<file path="config.mk">
export PLATFORM = sky130hd
export DESIGN_NAME = core_ctrl_fsm
export DESIGN_NICKNAME = d
export VERILOG_FILES = /design/src/rtl/core_ctrl_fsm.sv
export SDC_FILE = /design/constraint.sdc
export NUM_CORES = 1
export LEC_CHECK = 0
export ABC_AREA = 1
export CORE_MARGIN = 5
export CORE_UTILIZATION = 55
export CTS_CLUSTER_DIAMETER = 30
export CTS_CLUSTER_SIZE = 30
export DETAILED_ROUTE_END_ITERATION = 6
export PLACE_DENSITY = 0.86
export SETUP_SLACK_MARGIN = 0.1
export SYNTH_ARGS = -nofsm -noshare
export SYNTH_HDL_FRONTEND = slang
export SYNTH_SLANG_ARGS = --single-unit
export TNS_END_PERCENT = 5
</file>
<file path="constraint.sdc">
create_clock -name clk -period 7.8 [get_ports clk]
set_clock_uncertainty 0.2 [all_clocks]
set_input_delay 1.56 -clock clk [delete_from_list [all_inputs] [get_ports clk]]
set_output_delay 1.56 -clock clk [all_outputs]
set_load 0.01 [all_outputs]
</file>
<file path="src/rtl/core_ctrl_fsm.sv">
`timescale 1ns/1ps
// core_ctrl_fsm: multi-cycle instruction sequencer for the FRiscV core.
// Steps each instruction through FETCH/DECODE/EXEC/MEM/WB. It drives the PC, IR,
// ALU operand, register file and data memory controls, and traps on illegal opcodes.
module core_ctrl_fsm #(
    parameter int ARCH        = 32,
    parameter int RESET_STALL = 0
) (
    input  logic            clk,
    input  logic            rst,
    input  logic [6:0]      op_code_in,
    input  logic            imem_ack_in,
    input  logic            dmem_ack_in,
    input  logic            branch_taken_in,
    output logic            imem_req_out,
    output logic            ir_we_out,
    output logic            pc_we_out,
    output logic [1:0]      pc_sel_out,
    output logic            alu_b_sel_out,
    output logic            rf_we_out,
    output logic [1:0]      wb_sel_out,
    output logic            dmem_req_out,
    output logic            dmem_we_out,
    output logic            illegal_instr_out,
    output logic            retire_out,
    output logic [ARCH-1:0] retire_cnt_out,
    output logic [2:0]      state_out
);

    // FRiscV major opcodes (RV32I encodings)
    localparam logic [6:0] OP_REG       = 7'b0110011;
    localparam logic [6:0] OP_IMM_ARITH = 7'b0010011;
    localparam logic [6:0] OP_IMM_JUMP  = 7'b1100111;
    localparam logic [6:0] OP_IMM_LOAD  = 7'b0000011;
    localparam logic [6:0] OP_STORE     = 7'b0100011;
    localparam logic [6:0] OP_BRANCH    = 7'b1100011;
    localparam logic [6:0] OP_U_L_LOAD  = 7'b0110111;
    localparam logic [6:0] OP_JUMP      = 7'b1101111;

    // Next-PC sources
    localparam logic [1:0] PC_PLUS4  = 2'd0;
    localparam logic [1:0] PC_IMM    = 2'd1;
    localparam logic [1:0] PC_RS1IMM = 2'd2;

    // Writeback sources
    localparam logic [1:0] WB_ALU  = 2'd0;
    localparam logic [1:0] WB_DMEM = 2'd1;
    localparam logic [1:0] WB_PC4  = 2'd2;
    localparam logic [1:0] WB_IMM  = 2'd3;

    typedef enum logic [2:0] {
        S_STALL  = 3'd0,
        S_FETCH  = 3'd1,
        S_DECODE = 3'd2,
        S_EXEC   = 3'd3,
        S_MEM    = 3'd4,
        S_WB     = 3'd5,
        S_TRAP   = 3'd6
    } state_e;

    // A zero stall skips STALL entirely, so reset lands directly in FETCH.
    localparam state_e     RESET_STATE = (RESET_STALL == 0) ? S_FETCH : S_STALL;
    localparam logic [3:0] STALL_LAST  = (RESET_STALL > 0) ? 4'(RESET_STALL - 1) : 4'd0;

    state_e          state_q, state_d;
    logic [6:0]      op_q, op_d;
    logic [3:0]      stall_cnt_q, stall_cnt_d;
    logic [ARCH-1:0] retire_cnt_q, retire_cnt_d;
    logic            illegal_q, illegal_d;

    // Decoded controls before reset gating
    logic       imem_req, ir_we, pc_we, alu_b_sel, rf_we, dmem_req, dmem_we, retire;
    logic [1:0] pc_sel, wb_sel;

    function automatic logic op_is_legal(input logic [6:0] op);
        logic legal;
        case (op)
            OP_REG, OP_IMM_ARITH, OP_IMM_JUMP, OP_IMM_LOAD,
            OP_STORE, OP_BRANCH, OP_U_L_LOAD, OP_JUMP: legal = 1'b1;
            default:                                   legal = 1'b0;
        endcase
        return legal;
    endfunction

    // Next-state, opcode latch, stall counter, trap flag and retire counter
    always_comb begin
        // NOTE: every signal gets a default first so no path leaves it unassigned (no latch).
        state_d      = state_q;
        op_d         = op_q;
        stall_cnt_d  = stall_cnt_q;
        illegal_d    = illegal_q;
        retire_cnt_d = retire_cnt_q + ARCH'(retire);

        case (state_q)
            S_STALL: begin
                if (stall_cnt_q == STALL_LAST) begin
                    state_d = S_FETCH;
                end else begin
                    stall_cnt_d = stall_cnt_q + 4'd1;
                end
            end
            S_FETCH: begin
                if (imem_ack_in) begin
                    state_d = S_DECODE;
                end
            end
            S_DECODE: begin
                op_d = op_code_in;
                if (op_is_legal(op_code_in)) begin
                    state_d = S_EXEC;
                end else begin
                    state_d   = S_TRAP;
                    illegal_d = 1'b1;
                end
            end
            S_EXEC: begin
                case (op_q)
                    OP_BRANCH:             state_d = S_FETCH;
                    OP_IMM_LOAD, OP_STORE: state_d = S_MEM;
                    default:               state_d = S_WB;
                endcase
            end
            S_MEM: begin
                if (dmem_ack_in) begin
                    state_d = (op_q == OP_STORE) ? S_FETCH : S_WB;
                end
            end
            S_WB:    state_d = S_FETCH;
            S_TRAP:  state_d = S_TRAP;
            default: state_d = RESET_STATE;
        endcase
    end

    // Control decode from current state and latched opcode; acks and branch_taken
    // only qualify strobes in the cycle they arrive
    always_comb begin
        imem_req  = 1'b0;
        ir_we     = 1'b0;
        pc_we     = 1'b0;
        pc_sel    = PC_PLUS4;
        alu_b_sel = 1'b0;
        rf_we     = 1'b0;
        wb_sel    = WB_ALU;
        dmem_req  = 1'b0;
        dmem_we   = 1'b0;
        retire    = 1'b0;

        case (state_q)
            S_FETCH: begin
                imem_req = 1'b1;
                ir_we    = imem_ack_in;
            end
            S_EXEC: begin
                case (op_q)
                    OP_IMM_ARITH, OP_IMM_LOAD, OP_STORE, OP_IMM_JUMP: alu_b_sel = 1'b1;
                    OP_BRANCH: begin
                        pc_we  = 1'b1;
                        pc_sel = branch_taken_in ? PC_IMM : PC_PLUS4;
                        retire = 1'b1;
                    end
                    default: ;
                endcase
            end
            S_MEM: begin
                dmem_req = 1'b1;
                dmem_we  = (op_q == OP_STORE);
                if (dmem_ack_in && (op_q == OP_STORE)) begin
                    pc_we  = 1'b1;
                    retire = 1'b1;
                end
            end
            S_WB: begin
                rf_we  = 1'b1;
                pc_we  = 1'b1;
                retire = 1'b1;
                case (op_q)
                    OP_IMM_LOAD:          wb_sel = WB_DMEM;
                    OP_JUMP, OP_IMM_JUMP: wb_sel = WB_PC4;
                    OP_U_L_LOAD:          wb_sel = WB_IMM;
                    default:              wb_sel = WB_ALU;
                endcase
                case (op_q)
                    OP_JUMP:     pc_sel = PC_IMM;
                    OP_IMM_JUMP: pc_sel = PC_RS1IMM;
                    default:     pc_sel = PC_PLUS4;
                endcase
            end
            default: ;
        endcase
    end

    // State and bookkeeping registers with asynchronous reset
    always_ff @(posedge clk or posedge rst) begin
        if (rst) begin
            state_q      <= RESET_STATE;
            op_q         <= 7'd0;
            stall_cnt_q  <= 4'd0;
            retire_cnt_q <= '0;
            illegal_q    <= 1'b0;
        end else begin
            // NOTE: non-blocking so every register samples the pre-edge values of the others.
            state_q      <= state_d;
            op_q         <= op_d;
            stall_cnt_q  <= stall_cnt_d;
            retire_cnt_q <= retire_cnt_d;
            illegal_q    <= illegal_d;
        end
    end

    // Reset drops every request, strobe and select at once, even mid-handshake
    assign imem_req_out      = imem_req  & ~rst;
    assign ir_we_out         = ir_we     & ~rst;
    assign pc_we_out         = pc_we     & ~rst;
    assign pc_sel_out        = rst ? PC_PLUS4 : pc_sel;
    assign alu_b_sel_out     = alu_b_sel & ~rst;
    assign rf_we_out         = rf_we     & ~rst;
    assign wb_sel_out        = rst ? WB_ALU : wb_sel;
    assign dmem_req_out      = dmem_req  & ~rst;
    assign dmem_we_out       = dmem_we   & ~rst;
    assign retire_out        = retire    & ~rst;
    assign illegal_instr_out = illegal_q;
    assign retire_cnt_out    = retire_cnt_q;
    assign state_out         = state_q;

endmodule

</file>
### Zoomed window

Bar = 10 um. Region (8, 8) to (33, 33) um. Cells in gray, sequential cells in the stronger gray; small squares are vias.
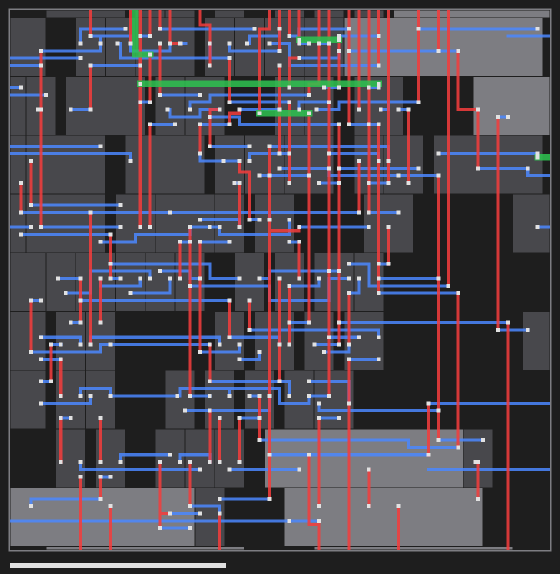
Key: blue = met1; red = met2; green = met3
62 logic cells have their middle in the window. Netlist names of flops here include op_q (4). Sequential cells in the window: 4. Most frequent: nand2_1 (22), inv_1 (10).

### Sequential cells colored by netlist name

Bar = 20 um. Other sequential cells in the stronger gray, the rest of the logic in the fainter gray.
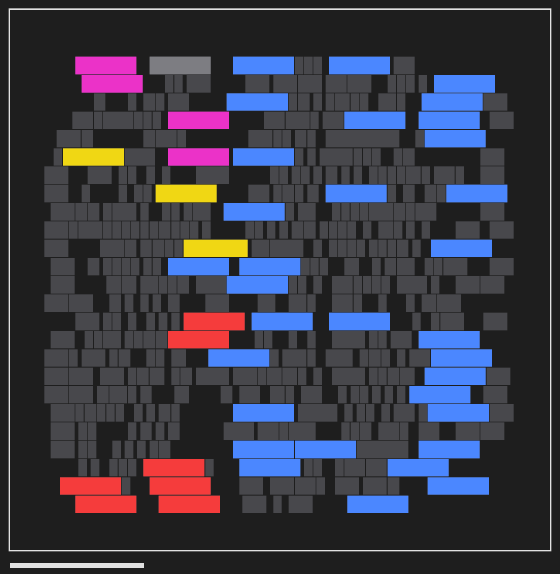
Key: red = op_q [placed flops 7]; blue = retire_cnt_out [placed flops 32]; yellow = state_out [placed flops 3]; magenta = stall_cnt_q [placed flops 4, where north-west]
Seq area share: 33.63%
final core occ: 73.63%
P_seq: 0.000326 W

### Nets reached from selected ports

Bar = 20 um.
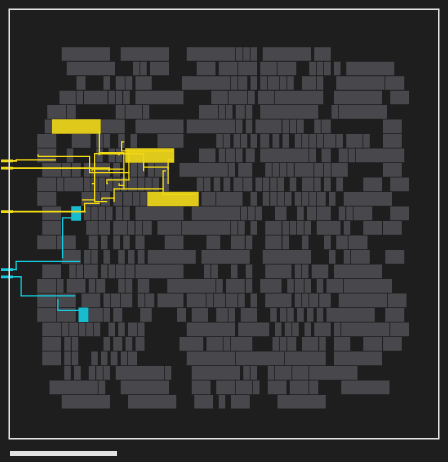
Key: cyan = wb_sel_out [bits 2, direction output, edge west, end cells 2, buffers 2, wire 45.0 um]; yellow = state_out [bits 3, direction output, edge west, end cells 3, buffers 3, wire 174 um]
port buffer count: 59
I/O pin total: 60

## final cells by class
class,count,area [um^2],share of cell area [%]
Tap cell,67,83.83,2.395
Clock buffer,6,82.58,2.359
Multi-Input combinational cell,269,1359,38.81
Inverter,46,172.7,4.932
Timing Repair Buffer,59,590.6,16.87
Clock inverter,2,35.03,1.001
Sequential cell,47,1177,33.63
## layer usage
metal	share of wire (%)	routed length, um	vias up	global-route usage, %
li1	-	-	1277	-
met1	41	2739	1195	25.32
met2	49	3255	107	39.98
met3	7.2	478	18	5.157
met4	2.3	155	0	9.966
met5	0	0	-	0
## critical path: cells and delay by family
family	cells	cell delay, ns
and+or+nand+nor	1	0.29
AOI/OAI and AO/OA	1	0.23
buffers and inverters	3	1.84
==> impl_metrics.env <==
# physical design summary
export IMPL_h_tree_depth=2
export IMPL_layout_top_cells="nand2_1 (116), clkdlybuf4s50_1 (59), nor2_1 (51), dfrtp_1 (46), inv_1 (45)"
export IMPL_path_cells="clkdlybuf4s50_1 -> inv_2 -> nand2_1 -> a22oi_1 -> clkdlybuf4s50_1"
export IMPL_syn_num_nets=380
export IMPL_numCtsBuffers=5
export IMPL_top_cell="nand2_1"
export IMPL_max_freq_mhz=175.4
export IMPL_syn_area_per_cell_um2=7.476
export IMPL_slowest_stage="inv_2"
export IMPL_yosys_register_bits=47
export IMPL_yosys_stat_cells=364
export IMPL_synth_area_mm2=0.002721
export IMPL_r2r_start="op_q[3]"
export IMPL_tightest_slew_ns=1.014
export IMPL_critPathRequiredTime_ns=6.04
export IMPL_adder_share_pct=1.839
export IMPL_layout_setup_ws_ns=2.100
export IMPL_area_growth_syn_to_layout_pct=28.64
export IMPL_cts_num_sinks=47
export IMPL_grt_overflow_total=0
export IMPL_relSlewSlack_pct=32.30
export IMPL_rows=25
export IMPL_setup_tns_ns=0
export IMPL_end_kind="output port"
export IMPL_drcViolationCount=0
export IMPL_status="complete, no violations"
export IMPL_power_share_clock_pct=25.4
Power is estimated from default activity; no workload was simulated.
